### Placement density heat map

Bar = 20 um. The die is cut into 11 by 11 equal tiles; dark blue is low, red is high, 0 to 100% covered.
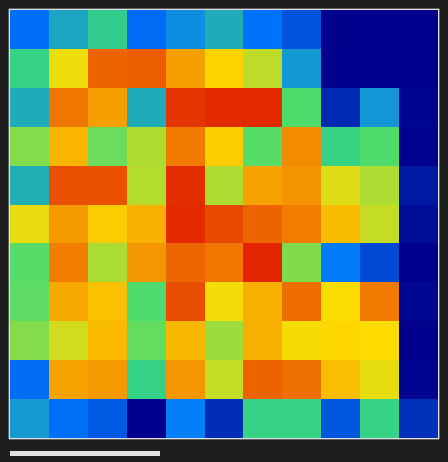
### Drive-strength map

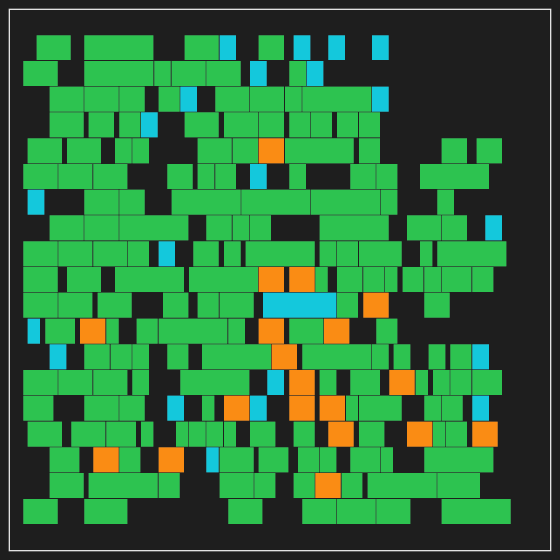
### Signal metal coverage by tile

Bar = 20 um. The die is cut into 11 by 11 equal tiles; dark blue is low, red is high, scaled to the fullest tile. Values are wire area over tile area, all layers added.
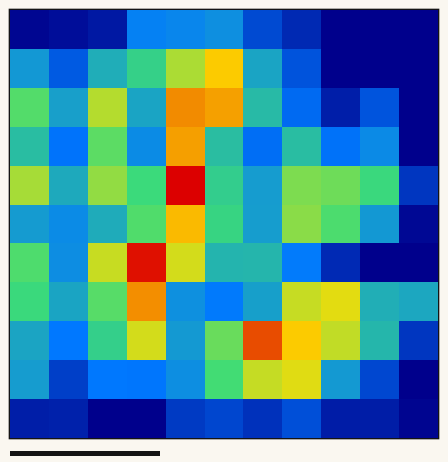
### Cells coloured by class

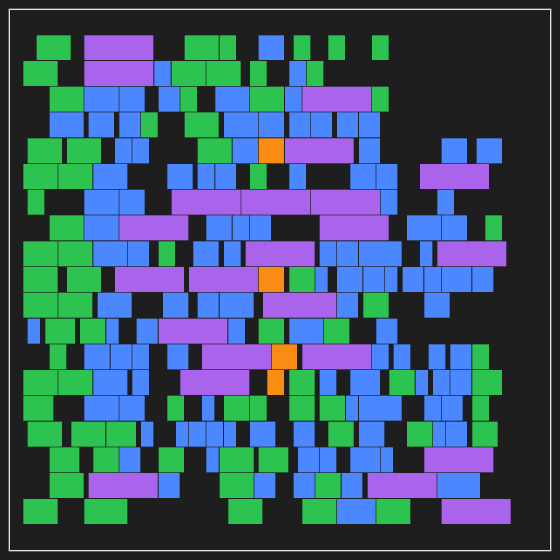
`src/rtl/cache_fill_pkg.sv`:
```
// cache_fill_pkg
//   Shared types and width helpers for the cache line-fill controller.
//   - fill_state_t : controller state encoding (IDLE / FILL / TAG).
//   - calc_off     : byte-offset bits of a cache line, log2(BLOCK_WORDS*WORD_BYTES).
//   - calc_idx_w   : word-index width inside a line, log2(BLOCK_WORDS).
//   - calc_ch_w    : channel-index width, log2(NUM_CH) but never below 1.
package cache_fill_pkg;

    typedef enum logic [1:0] {
        IDLE = 2'd0,
        FILL = 2'd1,
        TAG  = 2'd2
    } fill_state_t;

    function automatic int calc_off(input int block_words, input int word_bytes);
        return $clog2(block_words * word_bytes);
    endfunction

    function automatic int calc_idx_w(input int block_words);
        return $clog2(block_words);
    endfunction

    function automatic int calc_ch_w(input int num_ch);
        return (num_ch < 2) ? 1 : $clog2(num_ch);
    endfunction

endpackage

```
`src/rtl/fill_arbiter.sv`:
```
// fill_arbiter
//   Combinational arbiter choosing which pending miss gets the next line fill.
//   RR_MODE = 0 : lowest set request index wins (ptr ignored).
//   RR_MODE = 1 : first set index at or after ptr wins, wrapping around.
// Ports:
//   req         in  NUM_CH  pending miss per channel
//   ptr         in  CH_W    round-robin start position
//   grant_idx   out CH_W    winning channel (0 when nothing is pending)
//   grant_valid out 1       at least one request is pending
//   ptr_next    out CH_W    grant_idx + 1 modulo NUM_CH, loaded on a grant
module fill_arbiter
    import cache_fill_pkg::*;
#(
    parameter int NUM_CH  = 2,
    parameter int RR_MODE = 0,
    parameter int CH_W    = calc_ch_w(NUM_CH)
) (
    input  logic [NUM_CH-1:0] req,
    input  logic [CH_W-1:0]   ptr,
    output logic [CH_W-1:0]   grant_idx,
    output logic              grant_valid,
    output logic [CH_W-1:0]   ptr_next
);

    always_comb begin
        int idx;
        grant_idx   = '0;
        grant_valid = 1'b0;
        idx         = 0;
        // Scan channels in priority order; the first pending one found wins.
        for (int k = 0; k < NUM_CH; k++) begin
            idx = (RR_MODE != 0) ? ((int'(ptr) + k) % NUM_CH) : k;
            if (!grant_valid && req[idx]) begin
                grant_valid = 1'b1;
                grant_idx   = CH_W'(idx);
            end
        end
    end

    assign ptr_next = (int'(grant_idx) == NUM_CH - 1) ? '0 : grant_idx + CH_W'(1);

endmodule

```
`src/rtl/cache_fill_ctrl.sv`:
```
// cache_fill_ctrl
//   Line-fill controller shared by NUM_CH caches and one word-wide memory.
//   An arbiter picks a pending miss in IDLE; the line address and channel are
//   latched, BLOCK_WORDS word reads are issued back to back, returned words are
//   steered to the granted data array in return order, then the tag is written.
//   Memory latency and gaps between returned words are arbitrary.
//
//   Handshake: mem_rd_en is a one-cycle request strobe per word with no ready;
//   memory answers each request, in order, with one mem_data_valid pulse some
//   cycles later. Valids outside FILL or beyond the line are dropped.
// Ports:
//   clk, rst        clock, synchronous active-high reset
//   miss_req        per-channel miss level (also drives stall directly)
//   miss_addr       per-channel byte address, channel i at [i*ADDR_W +: ADDR_W]
//   mem_data_valid  memory returns one word this cycle
//   mem_rd_en       read strobe; mem_addr is the word address (all-ones when idle)
//   stall           per-channel pipeline stall
//   data_we         one-hot data-array write to the granted channel
//   tag_we          one-hot tag-array write, single cycle at the end of a fill
//   fill_word_idx   word offset written by data_we
//   busy            a fill is in progress
//   dbg_state       current controller state
module cache_fill_ctrl
    import cache_fill_pkg::*;
#(
    parameter int NUM_CH      = 2,
    parameter int ADDR_W      = 16,
    parameter int BLOCK_WORDS = 8,
    parameter int WORD_BYTES  = 2,
    parameter int RR_MODE     = 0
) (
    input  logic                           clk,
    input  logic                           rst,
    input  logic [NUM_CH-1:0]              miss_req,
    input  logic [NUM_CH*ADDR_W-1:0]       miss_addr,
    input  logic                           mem_data_valid,
    output logic                           mem_rd_en,
    output logic [ADDR_W-1:0]              mem_addr,
    output logic [NUM_CH-1:0]              stall,
    output logic [NUM_CH-1:0]              data_we,
    output logic [NUM_CH-1:0]              tag_we,
    output logic [$clog2(BLOCK_WORDS)-1:0] fill_word_idx,
    output logic                           busy,
    output fill_state_t                    dbg_state
);

    localparam int OFF    = calc_off(BLOCK_WORDS, WORD_BYTES);
    localparam int IDX_W  = calc_idx_w(BLOCK_WORDS);
    localparam int CH_W   = calc_ch_w(NUM_CH);
    localparam int WB_W   = $clog2(WORD_BYTES);
    localparam int LINE_W = ADDR_W - OFF;
    // One extra bit so a counter can hold BLOCK_WORDS itself without wrapping.
    localparam int CNT_W  = IDX_W + 1;
    localparam logic [CNT_W-1:0] CNT_FULL = CNT_W'(BLOCK_WORDS);
    localparam logic [CNT_W-1:0] CNT_LAST = CNT_W'(BLOCK_WORDS - 1);

    fill_state_t        state, state_next;
    logic [CNT_W-1:0]   issue_cnt, ret_cnt;
    logic [CH_W-1:0]    grant, rr_ptr;
    logic [LINE_W-1:0]  line_addr;

    logic [CH_W-1:0]    arb_grant, arb_ptr_next;
    logic               arb_valid;
    logic [LINE_W-1:0]  win_line;

    fill_arbiter #(
        .NUM_CH  (NUM_CH),
        .RR_MODE (RR_MODE),
        .CH_W    (CH_W)
    ) u_arb (
        .req         (miss_req),
        .ptr         (rr_ptr),
        .grant_idx   (arb_grant),
        .grant_valid (arb_valid),
        .ptr_next    (arb_ptr_next)
    );

    // Line-address bits of the arbitration winner only.
    assign win_line  = miss_addr[arb_grant*ADDR_W + OFF +: LINE_W];

    assign stall     = miss_req;
    assign busy      = (state != IDLE);
    assign dbg_state = state;

    always_comb begin
        state_next    = state;
        mem_rd_en     = 1'b0;
        mem_addr      = '1;
        data_we       = '0;
        tag_we        = '0;
        fill_word_idx = '0;
        case (state)
            IDLE: begin
                if (arb_valid) state_next = FILL;
            end
            FILL: begin
                // Issue and return run independently, so both may fire together.
                if (issue_cnt < CNT_FULL) begin
                    mem_rd_en = 1'b1;
                    mem_addr  = ADDR_W'({line_addr, issue_cnt[IDX_W-1:0]}) << WB_W;
                end
                if (mem_data_valid && (ret_cnt < CNT_FULL)) begin
                    data_we[grant] = 1'b1;
                    fill_word_idx  = ret_cnt[IDX_W-1:0];
                    if (ret_cnt == CNT_LAST) state_next = TAG;
                end
            end
            TAG: begin
                tag_we[grant] = 1'b1;
                state_next    = IDLE;
            end
            default: state_next = IDLE;
        endcase
    end

    always_ff @(posedge clk) begin
        if (rst) begin
            state     <= IDLE;
            issue_cnt <= '0;
            ret_cnt   <= '0;
            grant     <= '0;
            line_addr <= '0;
            rr_ptr    <= '0;
        end else begin
            state <= state_next;
            case (state)
                IDLE: begin
                    if (arb_valid) begin
                        grant     <= arb_grant;
                        line_addr <= win_line;
                        rr_ptr    <= arb_ptr_next;
                    end
                end
                FILL: begin
                    if (mem_rd_en) issue_cnt <= issue_cnt + CNT_W'(1);
                    if (|data_we)  ret_cnt   <= ret_cnt + CNT_W'(1);
                end
                TAG: begin
                    issue_cnt <= '0;
                    ret_cnt   <= '0;
                end
                default: ;
            endcase
        end
    end

endmodule

```
`config.mk`:
```
export PLATFORM = sky130hd
export DESIGN_NAME = cache_fill_ctrl
export DESIGN_NICKNAME = d
export VERILOG_FILES = /design/src/rtl/cache_fill_pkg.sv /design/src/rtl/fill_arbiter.sv /design/src/rtl/cache_fill_ctrl.sv
export SDC_FILE = /design/constraint.sdc
export NUM_CORES = 1
export LEC_CHECK = 0
export ABC_CLOCK_PERIOD_IN_PS = 2200
export CORE_UTILIZATION = 42
export DETAILED_ROUTE_END_ITERATION = 7
export PLACE_DENSITY = 0.84
export SLEW_MARGIN = 20
export SYNTH_ARGS = -nofsm -noshare
export SYNTH_HDL_FRONTEND = slang
export SYNTH_SLANG_ARGS = --single-unit
```
`constraint.sdc`:
```
create_clock -name clk -period 2.2 [get_ports clk]
set_input_delay 0.55 -clock clk [delete_from_list [all_inputs] [get_ports clk]]
set_output_delay 0.55 -clock clk [all_outputs]
set_load 0.02 [all_outputs]
```
==> flow_summary.toml <==
# flow metrics
[global_route]
overflow = 0
grt_max_degree = 18
grt_pass1_wl_um = 5590

[yosys]
yosys_warnings = 0
top_area_share_pct = 36.2
yosys_area_sq_um = 1270
yosysCellCount = 149
syn_avg_cell_area_sq_um = 8.53
synth_area_sq_um = 1270
common_cells = "23 x dfxtp_1, 20 x a21oi_1, 16 x or3_1"
area_leaders = "dfxtp_1 36%, mux2i_1 9.4%, a21oi_1 7.9%"
top_cell = "dfxtp_1"
synth-edff-count = 0
yosysTopAreaCell = "dfxtp_1"
synth_flop_count = 23
async_flop_share_pct = 0
netlist_instances = 149

[power_and_ir_drop]
irDropWorstVdd_mv = 0.270
p_int_w = 0.000662
switchingPower_w = 0.000312
p_leak_nw = 0.783
power.density_nw_per_um2 = 524
finalPower_w = 0.000974
combinationalPowerShare_pct = 31.4
p_sw_share_pct = 32.0
clkPwrFrac_pct = 20.6

[layout]
layout.nets = 251
lay_top_cells = "30 x clkdlybuf4s50_1, 22 x dfxtp_1, 20 x a21oi_1, 16 x or3_1, 16 x buf_4"
antenna_cells = 0
instances_no_fill = 242
utilization_pct = 66.2
drive_gt1_share_pct = 19.4

[routing]
vias_per_cell = 5.53
drc = 2
vias = 1339
wl_per_cell_um = 14.3

[placement]
dp.cells = 238
port_buffers = 57
globalplace.congestion = 0.781
hpwl_um = 2700
postPlaceCellArea_sq_um = 1930

[timing]
maxSlewHeadroom_pct = 39.5
rsz0062_at_grt = "false"
min_period_over_period_pct = 98.2
worst_pin_slew_ps = 904
maxSlewViolCount = 0
fmax_mhz = 463
whs_ps = 521
period_needed_ps = 2160
hold_viol = 0

[run_status]
violations = "design-rule violations"
status = "complete, but fails checks"

[setup_path]
crit_path_top_delay_cell = "clkdlybuf4s50_1"
cpPeakStageDelay_ps = 490
r2r_cells = 6
critical_path.cell_chain = "clkdlybuf4s50_1 > nand4bb_1 > nor2_1 > clkdlybuf4s15_1"
cp-startpoint = "mem_data_valid"
r2r-start = "dbg_state[1]"
reg2reg_slack_ps = 300
worstPathRequired_ps = 1650
end_kind = "primary output"
timing.rr.end = "line_addr[7]"

[clock_network]
cts_setup_buffers = 0
htree_levels = 1
cts_buffers = 3
clk_pin_slew_ps = 130
clock_sinks = 23
root_buffer = "clkbuf_4"

[worst_hold_path]
min_from = "line_addr[5]"

[floorplanning]
die_area_sq_um = 3250
fp_util_pct = 45.3
io_pins = 66
dieHeight_um = 57.0
## Picture notes: 'Placement density heat map'
emptiest ninth of the die: upper right
tiles over 75% full: 40%
densest ninth of the die: centre
nearly empty tiles: 11%
fullest tile: 96%
mean over tiles: 56%

## Picture notes: 'Drive-strength map'
| size | colour | cells | most used |
|---|---|---|---|
| drive 3 to 4 | orange | 19 | buf_4 |
| drive 2 | cyan | 22 | clkbuf_2 |
| drive 1 or less | green | 170 | clkdlybuf4s50_1 |
final instance area: 1860 sq um
number of signal-net buffers in the layout: 72
Synth-to-Final Area Change: 46.1%
post-route setup slack: 40.0 ps

## Picture notes: 'Signal metal coverage by tile'
tiles over half the peak: 27%
mean over tiles: 0.17
emptiest ninth of the die: upper right
fullest tile: 0.49
nearly empty tiles: 13%

## Picture notes: 'Cells coloured by class'
| class | colour | cells | share of their area |
|---|---|---|---|
| flip-flops | purple | 23 | 25% |
| other buffers and delay cells | green | 72 | 32% |
| all other logic | blue | 112 | 41% |
| clock drivers and dummy loads | orange | 4 | 1.5% |
row cnt: 19
core area: 2810 sq um
sequential cell area share: 24.9%

sequential cells by signal (all words and copies together), names as in the netlist:
register   count
dbg_state      2
line_addr     12
ret_cnt        4
grant          1
issue_cnt      4
cell type report:
class                           count  area [sq um]
Sequential cell                    23           462
Inverter                            5          18.8
Tap cell                           31          38.8
Fill cell                         250           948
Clock buffer                        3          22.5
Timing Repair Buffer               72           586
Multi-Input combinational cell    107           724
Clock inverter                      1          5.00
worst min path at each step:
stage                        end  slack (ps)  cells after the start
floorplan             ret_cnt[2]         460                      2
global placement      ret_cnt[2]         480                      2
detailed placement  line_addr[5]         510                      2
CTS                 line_addr[5]         530                      2
global route        line_addr[5]         550                      2
finish              line_addr[5]         520                      2
repair_timing:
action                     CTS  global route
gates resized               39            33
setup endpoints to repair   26            19
gates cloned                 0             0
hold buffers                 0             0
worst max-delay path, delay by kind of cell:
kind	cells	cell delay (ps)
buffers and inverters	2	800
AND/OR/NAND/NOR	2	260
cells by family after synthesis:
group / synth area share [%]
multiplexers: 9.45
AND-OR/OR-AND: 21.4
adder cells (fa/ha/maj): 1.97
AND/OR/NAND/NOR: 24.2
flip-flops: 36.2
buffers and inverters: 6.79
layer usage:
metal,vias to the layer above,share of wire (%),global-route usage [%]
met4,0,1.5,8.36
met1,617,42,26.6
li1,665,-,-
met2,50,50,39.0
met5,-,0,0
met3,7,6.2,4.08
power groups by stage:
stage / sequential [W] / clock, W / combinational, W
after floorplan: 0.000472 / 0 / 0.000173
after global placement: 0.000474 / 0 / 0.000332
after detailed placement: 0.000476 / 0 / 0.000340
after CTS: 0.000467 / 0.000200 / 0.000314
after global routing: 0.000472 / 0.000225 / 0.000328
final: 0.000468 / 0.000200 / 0.000306
No activity file was given, so power comes from the tool's default toggle rates.
